`config.mk`:
```
export PLATFORM = sky130hd
export DESIGN_NAME = pu_mac_pipe
export DESIGN_NICKNAME = d
export VERILOG_FILES = /design/src/rtl/pu_mac_pipe.sv
export SDC_FILE = /design/constraint.sdc
export NUM_CORES = 1
export LEC_CHECK = 0
export CELL_PAD_IN_SITES_DETAIL_PLACEMENT = 1
export CELL_PAD_IN_SITES_GLOBAL_PLACEMENT = 2
export CORE_MARGIN = 2
export CORE_UTILIZATION = 39
export CTS_CLUSTER_DIAMETER = 50
export CTS_CLUSTER_SIZE = 40
export DETAILED_ROUTE_END_ITERATION = 16
export PLACE_DENSITY = 0.89
export SLEW_MARGIN = 20
export SYNTH_ARGS = -nofsm -noshare
export SYNTH_HDL_FRONTEND = slang
export SYNTH_SLANG_ARGS = --single-unit
```
`constraint.sdc`:
```
create_clock -name clk -period 2.63 [get_ports clk]
set_input_delay 0.526 -clock clk [delete_from_list [all_inputs] [get_ports clk]]
set_output_delay 0.526 -clock clk [all_outputs]
set_load 0.005 [all_outputs]
```
`src/rtl/pu_mac_pipe.sv`:
```
// Pipelined multiply-accumulate unit: CH lane products, a registered adder tree and a
// frame accumulator with saturation, valid/ready handshakes on both sides.
module pu_mac_pipe #(
  parameter int XLEN  = 5,
  parameter int CH    = 4,
  parameter int FRAME = 2,
  parameter int ACC_W = 2*XLEN + $clog2(CH) + $clog2(FRAME)
) (
  input  logic                 clk,
  input  logic                 rst,
  input  logic                 clear,
  input  logic                 in_valid,
  output logic                 in_ready,
  input  logic                 in_mode,
  input  logic [CH*XLEN-1:0]   in_data,
  input  logic [CH*XLEN-1:0]   in_weight,
  output logic                 out_valid,
  input  logic                 out_ready,
  output logic [ACC_W-1:0]     out_result,
  output logic                 out_sat
);

  localparam int LV = $clog2(CH);
  localparam int PW = 2*XLEN;
  localparam int TW = PW + LV;
  localparam int SW = ((ACC_W > TW) ? ACC_W : TW) + 1;
  localparam int CW = (FRAME > 1) ? $clog2(FRAME) : 1;
  // Approximate mode keeps only the top three data bits of each lane.
  localparam logic [XLEN-1:0] TRUNC_MASK = {{3{1'b1}}, {(XLEN-3){1'b0}}};

  logic              en_s;
  logic [XLEN-1:0]   lane_d_s [CH];
  logic [PW-1:0]     prod_s   [CH];
  logic [PW-1:0]     prod_r   [CH];
  logic              p_vld_r;
  logic              p_last_r;
  logic [CW-1:0]     cnt_r;
  logic [CW-1:0]     cnt_nxt_s;
  logic              last_s;
  logic [TW-1:0]     tree_sum_s;
  logic              top_vld_s;
  logic              top_last_s;
  logic [ACC_W-1:0]  acc_r;
  logic              sat_r;
  logic [SW-1:0]     sum_ext_s;
  logic              ovf_s;
  logic [ACC_W-1:0]  clamp_s;
  logic              sat_nxt_s;

  assign en_s     = !out_valid || out_ready;
  assign in_ready = en_s;

  // Per-lane operand selection and multiply
  always_comb begin
    for (int i = 0; i < CH; i++) begin
      lane_d_s[i] = {XLEN{1'b0}};
      prod_s[i]   = {PW{1'b0}};
    end
    for (int i = 0; i < CH; i++) begin
      if (in_mode) begin
        lane_d_s[i] = in_data[i*XLEN +: XLEN] & TRUNC_MASK;
      end else begin
        lane_d_s[i] = in_data[i*XLEN +: XLEN];
      end
      prod_s[i] = PW'(lane_d_s[i]) * PW'(in_weight[i*XLEN +: XLEN]);
    end
  end

  // Beat counter decode: tag the final beat of a frame and wrap
  always_comb begin
    last_s    = (cnt_r == CW'(FRAME-1));
    cnt_nxt_s = {CW{1'b0}};
    if (last_s) begin
      cnt_nxt_s = {CW{1'b0}};
    end else begin
      cnt_nxt_s = cnt_r + CW'(1'b1);
    end
  end

  // Product stage: registers lane products on the accepting edge
  always_ff @(posedge clk or negedge rst) begin
    if (!rst) begin
      p_vld_r  <= 1'b0;
      p_last_r <= 1'b0;
      cnt_r    <= {CW{1'b0}};
      for (int i = 0; i < CH; i++) prod_r[i] <= {PW{1'b0}};
    end else if (clear) begin
      p_vld_r  <= 1'b0;
      p_last_r <= 1'b0;
      cnt_r    <= {CW{1'b0}};
      for (int i = 0; i < CH; i++) prod_r[i] <= {PW{1'b0}};
    end else if (en_s) begin
      p_vld_r <= in_valid;
      if (in_valid) begin
        p_last_r <= last_s;
        cnt_r    <= cnt_nxt_s;
        for (int i = 0; i < CH; i++) prod_r[i] <= prod_s[i];
      end else begin
        p_last_r <= 1'b0;
      end
    end
  end

  for (genvar k = 1; k <= LV; k++) begin : g_lvl
    localparam int N = CH >> k;
    localparam int W = PW + k;
    logic [W-2:0] src_s [2*N];
    logic         src_vld_s;
    logic         src_last_s;
    logic [W-1:0] sum_r [N];
    logic         vld_r;
    logic         last_r;

    if (k == 1) begin : g_src_prod
      assign src_s      = prod_r;
      assign src_vld_s  = p_vld_r;
      assign src_last_s = p_last_r;
    end else begin : g_src_lvl
      assign src_s      = g_lvl[k-1].sum_r;
      assign src_vld_s  = g_lvl[k-1].vld_r;
      assign src_last_s = g_lvl[k-1].last_r;
    end

    // Tree level: pairwise sums, one bit wider than the level below
    always_ff @(posedge clk or negedge rst) begin
      if (!rst) begin
        vld_r  <= 1'b0;
        last_r <= 1'b0;
        for (int j = 0; j < N; j++) sum_r[j] <= {W{1'b0}};
      end else if (clear) begin
        vld_r  <= 1'b0;
        last_r <= 1'b0;
        for (int j = 0; j < N; j++) sum_r[j] <= {W{1'b0}};
      end else if (en_s) begin
        vld_r  <= src_vld_s;
        last_r <= src_last_s;
        for (int j = 0; j < N; j++) begin
          sum_r[j] <= {1'b0, src_s[2*j]} + {1'b0, src_s[2*j+1]};
        end
      end
    end
  end

  assign tree_sum_s = g_lvl[LV].sum_r[0];
  assign top_vld_s  = g_lvl[LV].vld_r;
  assign top_last_s = g_lvl[LV].last_r;

  // Accumulate with clamp to all-ones on overflow
  always_comb begin
    sum_ext_s = {SW{1'b0}};
    clamp_s   = {ACC_W{1'b0}};
    sum_ext_s = SW'(acc_r) + SW'(tree_sum_s);
    ovf_s     = |sum_ext_s[SW-1:ACC_W];
    if (ovf_s) begin
      clamp_s = {ACC_W{1'b1}};
    end else begin
      clamp_s = sum_ext_s[ACC_W-1:0];
    end
    sat_nxt_s = sat_r | ovf_s;
  end

  // Accumulator and result register; a last beat restarts the frame without a gap
  always_ff @(posedge clk or negedge rst) begin
    if (!rst) begin
      acc_r      <= {ACC_W{1'b0}};
      sat_r      <= 1'b0;
      out_valid  <= 1'b0;
      out_result <= {ACC_W{1'b0}};
      out_sat    <= 1'b0;
    end else if (clear) begin
      acc_r      <= {ACC_W{1'b0}};
      sat_r      <= 1'b0;
      out_valid  <= 1'b0;
      out_result <= {ACC_W{1'b0}};
      out_sat    <= 1'b0;
    end else if (en_s) begin
      if (top_vld_s && top_last_s) begin
        acc_r      <= {ACC_W{1'b0}};
        sat_r      <= 1'b0;
        out_result <= clamp_s;
        out_sat    <= sat_nxt_s;
        out_valid  <= 1'b1;
      end else if (top_vld_s) begin
        acc_r     <= clamp_s;
        sat_r     <= sat_nxt_s;
        out_valid <= 1'b0;
      end else begin
        out_valid <= 1'b0;
      end
    end
  end

endmodule

```
**Clock distribution**

Drawn at 4 px/µm.
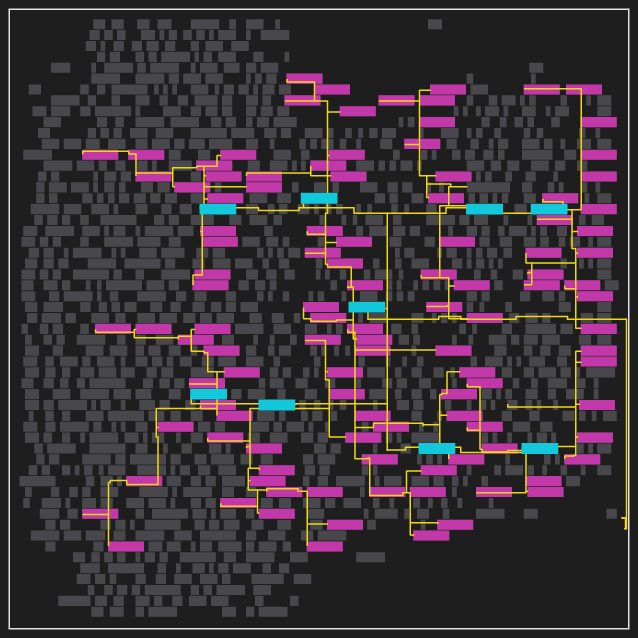
Key: yellow = clock wires [length 1430 µm]; cyan = cells driving clock nets [count 9]; magenta = flip-flops [count 110]
There are 10 routed clock nets.

**Clock routing**

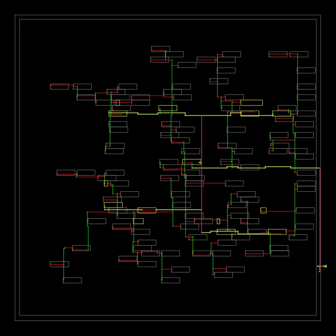
number of CTS-inserted buffers: 9
# clk buffers: 11
# clock sinks: 110

**Zoomed window**

Region (65, 65) to (90, 90) µm. Cells in grey, sequential cells in the stronger grey; small squares are vias.
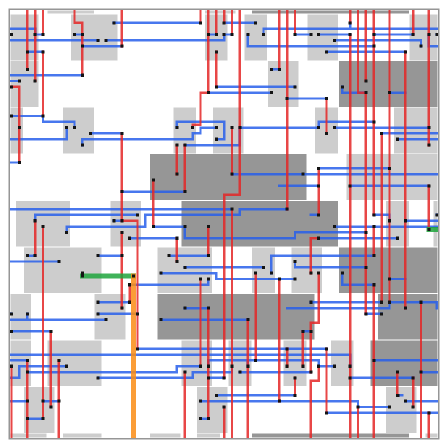
Key: blue = met1; green = met3; red = met2; orange = met4
Netlist names of flops here include g_lvl.sum_r (5). 38 logic cells have their middle in the window. Sequential cells in the window: 5. Most frequent: nand2_1 (7), a21oi_1 (6), dfrtp_1 (5).

==> summary.txt <==
fresh numbers from the pnr run: Wirelength per Cell about 17 µm, Worst-Skew Late Latency 0.35 ns, initial core utilization 0.3938, GRT met1 Usage 0.2459, most frequent logic cell in the layout dfrtp_1, hold_ws 0.1094 ns, Worst Setup Slack, final -0.7080 ns, Clock Tree Root clkbuf_16, area growth from synthesis to layout 29.37%, Non-clk bufs ~170, Levels on crit path 13, GRT Max-Usage Layer met2, failing checks negative setup slack, Crit path max-delay family adder cells, I/O pin count between 60 and 70, post-layout min period about 3.3 ns, Slew @ Worst Pin ~0.5 ns, CP peak stage delay roughly 0.5 ns, pin count of the biggest net entering global routing ~41, hold buffer count at CTS 0, Multi-In Gates between 700 and 800, inverter count 42, endpoint type of the worst setup path flip-flop, met1 WL approximately 11000 µm, Yosys Chip Area 8835 µm², H-tree Lvls 3, final period utilization 1.269, post-synthesis simple-gate area fraction 0.1644, post-CTS sizing 69, aoi share 0.1892, WS Path Type in2reg, Cell Rows 55, crit path to g_lvl[1].src_s[39], WP buf/inv 2, Layout Cells excl Fill 1371, count of input and output buffers a little over 60, Die X between 150 and 200 µm, Main logic family adder cells, combinational fraction of the cell area 0.5557, xor/xnor share 0.04461, first-pass iteration count of the detailed router 4, crit path cell chain dlygate4sd2_1, nor2b_4, buf_4, and2_1, fa_1, fa_1, ha_1, ha_1, nor3_1, o21ai_2, a31oi_1, xor2_1, a22o_1, layout cells sized above 1 0.2072, CP max-delay cell fa_1, Nets between 1000 and 1500, Cells after Synth between 900 and 1000, RR Startpoint g_lvl[1].src_s[20], area of the mapped netlist a little under 9000 µm², max cap viols 0, first-pass GRT wire length around 39000 µm, placed cell count around 1300, Flop area roughly 2800 µm², max reg flops approximately 40, Worst Setup SP in_data[1], Logic cell area between 6000 and 7000 µm², setup violators final 24, Synth Area per Inst ~9.6 µm², status finished, violations left, Pins Over Slew Limit 0
**Placement by cell class**

Drawn at 2 px/µm. Fill, decap, tap and diode cells in grey.
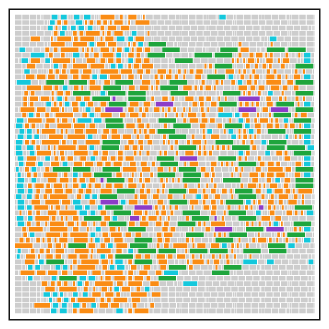
Key: orange = all other logic [cells 787, share of their area 59%]; green = flops [cells 110, share of their area 25%]; cyan = other buffers and delay cells [cells 174, share of their area 14%]; purple = clock drivers and dummy loads [cells 15, share of their area 2.6%]
Seq/total area: 0.2408
post-route cell area: 11430 µm²

**Cell area per tile**

Drawn at 2 px/µm. The die is cut into 15 by 15 equal tiles; black is low, pale yellow is high, 0 to 100% covered.
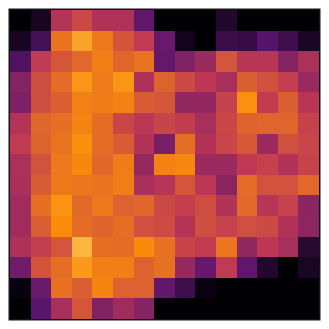
The emptiest ninth of the die: bottom right. 3.6% of the tiles are over 75% full. The fullest tile reaches 84%.
Finished Core Util: 0.5095
floorplan core area: 22430 µm²

==> cells in the mapped netlist, drive strengths merged <==
master and instances:
nor3 21, a211o 4, xor2 10, and3 2
nand2b 7, o21ai 45, buf 6, ha 115
inv 42, or2 1, nor2b 13, xnor2 35
a32o 4, dfrtp 110, a41oi 1, o21a 6
a2111oi 3, mux2i 6, and2b 1, o2111a 1
o31a 1, or3 4, a22oi 1, o41a 1
and4 1, o21bai 13, nor2 48, nand2 97
o311a 2, a21boi 1, o31ai 3, a21oi 63
fa 40, a211oi 14, nor4 3, clkbuf 22
a31oi 10, a311o 1, a21o 19, nand3 17
o211ai 7, and2 81, a22o 43
==> where the power goes <==
part           internal, mW  switching [mW]  leakage [nW]
registers              1.82           0.101          1.50
clock network         0.757           0.612         0.141
logic                  1.05            1.02          4.00
total                  3.63            1.73          5.65
Power and IR drop assume default switching activity.
